## src/rtl/vram_arbiter_if.sv

```systemverilog
// Bus bundle between the CPU, the text fetch, the character RAM
// and the arbiter that shares that RAM.
interface vram_arbiter_if #(
  parameter int ADDR_W = 11,
  parameter int DATA_W = 8
);
  logic              cpu_req;
  logic              cpu_we;
  logic [ADDR_W-1:0] cpu_addr;
  logic [DATA_W-1:0] cpu_wdata;
  logic [DATA_W-1:0] cpu_rdata;
  logic              cpu_ack;
  logic              vid_req;
  logic [ADDR_W-1:0] vid_addr;
  logic [DATA_W-1:0] vid_data;
  logic              vid_valid;
  logic              vid_drop;
  logic [7:0]        drop_cnt;
  logic [ADDR_W-1:0] ram_addr;
  logic              ram_we;
  logic [DATA_W-1:0] ram_wdata;
  logic [DATA_W-1:0] ram_rdata;

  modport master (
    output cpu_req, cpu_we, cpu_addr,
    output cpu_wdata, vid_req, vid_addr,
    output ram_rdata,
    input  cpu_rdata, cpu_ack, vid_data,
    input  vid_valid, vid_drop, drop_cnt,
    input  ram_addr, ram_we, ram_wdata
  );

  modport slave (
    input  cpu_req, cpu_we, cpu_addr,
    input  cpu_wdata, vid_req, vid_addr,
    input  ram_rdata,
    output cpu_rdata, cpu_ack, vid_data,
    output vid_valid, vid_drop, drop_cnt,
    output ram_addr, ram_we, ram_wdata
  );
endinterface

```

## src/rtl/vram_arbiter.sv

```systemverilog
// Character RAM arbiter: video fetch first, CPU bounded by a
// starvation counter, one-entry pending buffer for displaced fetches.
module vram_arbiter #(
  parameter int ADDR_W       = 11,
  parameter int DATA_W       = 8,
  parameter int STARVE_LIMIT = 4
) (
  input logic           clk,
  input logic           resetn,
  vram_arbiter_if.slave bus
);
  typedef enum logic [1:0] {
    C_IDLE, C_WAIT, C_ISSUED, C_ACK
  } cpu_st_t;

  typedef enum logic [1:0] {
    G_NONE, G_CPU, G_PEND, G_VID
  } gnt_t;

  localparam logic [3:0] LIMIT = 4'(STARVE_LIMIT);

  cpu_st_t           cst;
  gnt_t              gnt;
  logic [3:0]        starve;
  logic              pend_v;
  logic [ADDR_W-1:0] pend_addr;
  logic              t1_cpu, t1_vid, t1_rd;
  logic              t2_cpu, t2_vid, t2_rd;
  logic              cpu_open, ovr;
  logic              vid_park, drop;
  logic [DATA_W-1:0] rdata;

  assign rdata = bus.ram_rdata;

  always_comb begin
    cpu_open = bus.cpu_req &&
               (cst == C_IDLE || cst == C_WAIT);
    ovr      = (cst == C_WAIT) && (starve == LIMIT);
    gnt      = G_NONE;
    priority case (1'b1)
      ovr:         gnt = G_CPU;
      pend_v:      gnt = G_PEND;
      bus.vid_req: gnt = G_VID;
      cpu_open:    gnt = G_CPU;
      default:     gnt = G_NONE;
    endcase
    vid_park = bus.vid_req && (gnt != G_VID);
    // an unserviced older entry loses its slot to the new fetch
    drop     = vid_park && pend_v && (gnt != G_PEND);
  end

  always_ff @(posedge clk or negedge resetn) begin
    if (!resetn) begin
      cst           <= C_IDLE;
      starve        <= '0;
      pend_v        <= 1'b0;
      pend_addr     <= '0;
      t1_cpu        <= 1'b0;
      t1_vid        <= 1'b0;
      t1_rd         <= 1'b0;
      t2_cpu        <= 1'b0;
      t2_vid        <= 1'b0;
      t2_rd         <= 1'b0;
      bus.ram_addr  <= '0;
      bus.ram_we    <= 1'b0;
      bus.ram_wdata <= '0;
      bus.cpu_rdata <= '0;
      bus.cpu_ack   <= 1'b0;
      bus.vid_data  <= '0;
      bus.vid_valid <= 1'b0;
      bus.vid_drop  <= 1'b0;
      bus.drop_cnt  <= '0;
    end else begin
      bus.ram_we    <= 1'b0;
      bus.cpu_ack   <= 1'b0;
      bus.vid_valid <= 1'b0;
      bus.vid_drop  <= drop;
      if (drop && bus.drop_cnt != 8'hFF)
        bus.drop_cnt <= bus.drop_cnt + 8'd1;

      unique case (gnt)
        G_CPU: begin
          bus.ram_addr  <= bus.cpu_addr;
          bus.ram_we    <= bus.cpu_we;
          bus.ram_wdata <= bus.cpu_wdata;
        end
        G_PEND: bus.ram_addr <= pend_addr;
        G_VID:  bus.ram_addr <= bus.vid_addr;
        default: ;
      endcase

      t1_cpu <= (gnt == G_CPU);
      t1_vid <= (gnt == G_PEND) || (gnt == G_VID);
      t1_rd  <= !bus.cpu_we;
      t2_cpu <= t1_cpu;
      t2_vid <= t1_vid;
      t2_rd  <= t1_rd;

      if (t2_cpu) begin
        bus.cpu_ack <= 1'b1;
        if (t2_rd)
          bus.cpu_rdata <= rdata;
      end
      if (t2_vid) begin
        bus.vid_valid <= 1'b1;
        bus.vid_data  <= rdata;
      end

      if (vid_park) begin
        pend_v    <= 1'b1;
        pend_addr <= bus.vid_addr;
      end else if (gnt == G_PEND) begin
        pend_v    <= 1'b0;
      end

      if (gnt == G_CPU)
        starve <= '0;
      else if (cst == C_WAIT && starve != LIMIT)
        starve <= starve + 4'd1;

      // ISSUED waits for the RAM data to come back
      unique case (cst)
        C_IDLE:
          if (gnt == G_CPU)     cst <= C_ISSUED;
          else if (bus.cpu_req) cst <= C_WAIT;
        C_WAIT:
          if (gnt == G_CPU)     cst <= C_ISSUED;
        C_ISSUED:
          if (t2_cpu)           cst <= C_ACK;
        C_ACK:                  cst <= C_IDLE;
        default:                cst <= C_IDLE;
      endcase
    end
  end
endmodule
```

## src/flat_wrapper.sv

```systemverilog
// flat-port wrapper written by rule: the top's interface ports become plain ports
module vram_arbiter_flat 
#(
  parameter int ADDR_W       = 11,
  parameter int DATA_W       = 8,
  parameter int STARVE_LIMIT = 4
)
  (clk, resetn, bus_cpu_req, bus_cpu_we, bus_cpu_addr, bus_cpu_wdata, bus_vid_req, bus_vid_addr, bus_ram_rdata, bus_cpu_rdata, bus_cpu_ack, bus_vid_data, bus_vid_valid, bus_vid_drop, bus_drop_cnt, bus_ram_addr, bus_ram_we, bus_ram_wdata);
  vram_arbiter_if #(.ADDR_W(ADDR_W), .DATA_W(DATA_W)) bus_i ();
  input logic clk;
  input logic resetn;
  input wire logic [$bits(bus_i.cpu_req)-1:0] bus_cpu_req;
  input wire logic [$bits(bus_i.cpu_we)-1:0] bus_cpu_we;
  input wire logic [$bits(bus_i.cpu_addr)-1:0] bus_cpu_addr;
  input wire logic [$bits(bus_i.cpu_wdata)-1:0] bus_cpu_wdata;
  input wire logic [$bits(bus_i.vid_req)-1:0] bus_vid_req;
  input wire logic [$bits(bus_i.vid_addr)-1:0] bus_vid_addr;
  input wire logic [$bits(bus_i.ram_rdata)-1:0] bus_ram_rdata;
  output wire logic [$bits(bus_i.cpu_rdata)-1:0] bus_cpu_rdata;
  output wire logic [$bits(bus_i.cpu_ack)-1:0] bus_cpu_ack;
  output wire logic [$bits(bus_i.vid_data)-1:0] bus_vid_data;
  output wire logic [$bits(bus_i.vid_valid)-1:0] bus_vid_valid;
  output wire logic [$bits(bus_i.vid_drop)-1:0] bus_vid_drop;
  output wire logic [$bits(bus_i.drop_cnt)-1:0] bus_drop_cnt;
  output wire logic [$bits(bus_i.ram_addr)-1:0] bus_ram_addr;
  output wire logic [$bits(bus_i.ram_we)-1:0] bus_ram_we;
  output wire logic [$bits(bus_i.ram_wdata)-1:0] bus_ram_wdata;
  assign bus_i.cpu_req = bus_cpu_req;
  assign bus_i.cpu_we = bus_cpu_we;
  assign bus_i.cpu_addr = bus_cpu_addr;
  assign bus_i.cpu_wdata = bus_cpu_wdata;
  assign bus_i.vid_req = bus_vid_req;
  assign bus_i.vid_addr = bus_vid_addr;
  assign bus_i.ram_rdata = bus_ram_rdata;
  assign bus_cpu_rdata = bus_i.cpu_rdata;
  assign bus_cpu_ack = bus_i.cpu_ack;
  assign bus_vid_data = bus_i.vid_data;
  assign bus_vid_valid = bus_i.vid_valid;
  assign bus_vid_drop = bus_i.vid_drop;
  assign bus_drop_cnt = bus_i.drop_cnt;
  assign bus_ram_addr = bus_i.ram_addr;
  assign bus_ram_we = bus_i.ram_we;
  assign bus_ram_wdata = bus_i.ram_wdata;
  vram_arbiter #(.ADDR_W(ADDR_W), .DATA_W(DATA_W), .STARVE_LIMIT(STARVE_LIMIT)) u_core (.clk(clk), .resetn(resetn), .bus(bus_i));
endmodule
```

## config.mk

```make
export PLATFORM = sky130hd
export DESIGN_NAME = vram_arbiter_flat
export DESIGN_NICKNAME = d
export VERILOG_FILES = /design/src/rtl/vram_arbiter_if.sv /design/src/rtl/vram_arbiter.sv /design/src/flat_wrapper.sv
export SDC_FILE = /design/constraint.sdc
export NUM_CORES = 1
export LEC_CHECK = 0
export CORE_MARGIN = 2
export CORE_UTILIZATION = 42
export CTS_CLUSTER_SIZE = 40
export DETAILED_ROUTE_END_ITERATION = 6
export GPL_TIMING_DRIVEN = 1
export PLACE_DENSITY = 0.76
export SLEW_MARGIN = 20
export SYNTH_ARGS = -nofsm -noshare
export SYNTH_HDL_FRONTEND = slang
export SYNTH_SLANG_ARGS = --single-unit
```

## constraint.sdc

```tcl
create_clock -name clk -period 1.9 [get_ports clk]
set_input_delay 0.38 -clock clk [delete_from_list [all_inputs] [get_ports clk]]
set_output_delay 0.38 -clock clk [all_outputs]
set_load 0.005 [all_outputs]
```

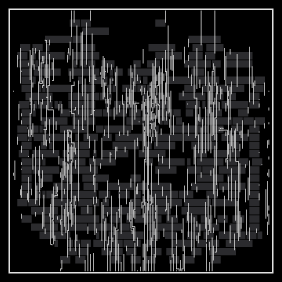
Figure 1: met2 routing.
(3 px per um) Cells faint in the background.
main direction: vertical
wire length on this layer: 3060 um
longest straight run: 29.6 um

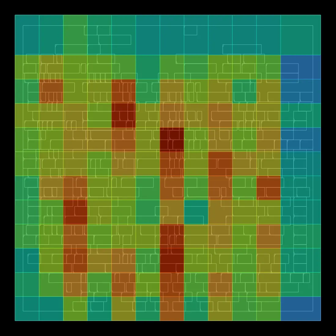
Figure 2: routing congestion map.
met1 Use GR: 22.4%
met3 Use GR: 3.98%
final core occ: 62.5%
WL/cell: 15.0 um

==> run_results.csv <==
group,metric,value,unit
critical_path,cp-endpoint,"u_core.bus.drop_cnt[1]$_DFFE_PN0P_",
critical_path,cp_num_cells,5,
clock_network,clkLatencyLatePin,0.33,ns
route,drc,0,
clock_network,cts.sinks,71,
placement,dpl.hpwl,4580,um
synth,ys_ff,71,
floorplanning,die_x,87.3,um
synth,top_cells_by_count,"71 x dfrtp_1, 32 x nand2_1, 28 x mux2_2",
synth,synth_nets,291,
clock_network,ctsRootBufferMaster,"clkbuf_8",
grt,busiest_layer,"met2",
timing,worst_slew_pin_slew,0.573,ns
route,avgViaCountPerCell,5.17,
synth,ys_cells,242,
route,wl_met1,2930,um
finish,num-clock-buffers,12,
floorplanning,initCoreUtil,43.2,%
finish,nFillCells,575,
route,wl,6420,um
critical_path,crit_path_end_kind,"flop",
synth,async_flop_share,100,%
synth,flop_cell,"dfrtp_1",
clock_network,cts_made_buffers,9,
synth,synthSimpleGateAreaFrac,11.8,%
critical_path,rrSetupSlack,0.10,ns
synth,fa_ha_area_share,2.57,%
synth,synth.avg_cell_area,12.1,um2
synth,ys_warn_count,0,
synth,most_common_cell,"dfrtp_1",
critical_path,reg2reg_to,"u_core.bus.drop_cnt[1]$_DFFE_PN0P_",
worst_hold_path,hp-class,"input pin to asynchronous set/reset pin",
finish,sh_seq_area,42.1,%
placement,place.gp.congestion,0.819,
synth,aoi_share,7.89,%
timing,fmax,0.556,GHz
synth,edf_count,0,
run_status,status,"finished clean",
finish,nets,394,
floorplanning,placementRows,30,
synth,ys_sh_xor,3.26,%
timing,setup_tns,0,ns
job,max_cap_violations,0,
critical_path,cpPeakStageDelay,0.42,ns
placement,pre_cts_slack,0.0109,ns
critical_path,arrival,2.01,ns
grt,grt_pass1_vias,2324,
timing,fin_worst_skew,0.0102,ns
[timing repair]
item,in CTS,in global routing
buffers inserted,0,2
hold buffers,0,0
setup endpoints to repair,0,30
resized,0,11
[per-stage QoR]
stage	hold WS, ns	power, W	utilization, %
floorplan	0.0844	0.00316	-
global placement	0.332	0.00410	58.6
detailed placement	0.337	0.00417	58.6
CTS	0.0384	0.00538	61.6
global route	0.0709	0.00582	62.5
finish	0.0416	0.00545	62.5
[report_power, final]
group,internal (W),switching [W]
Clock,0.000670,0.000531
Combinational,0.00117,0.000767
Sequential,0.00201,0.000298
Power is estimated from default activity; no workload was simulated.
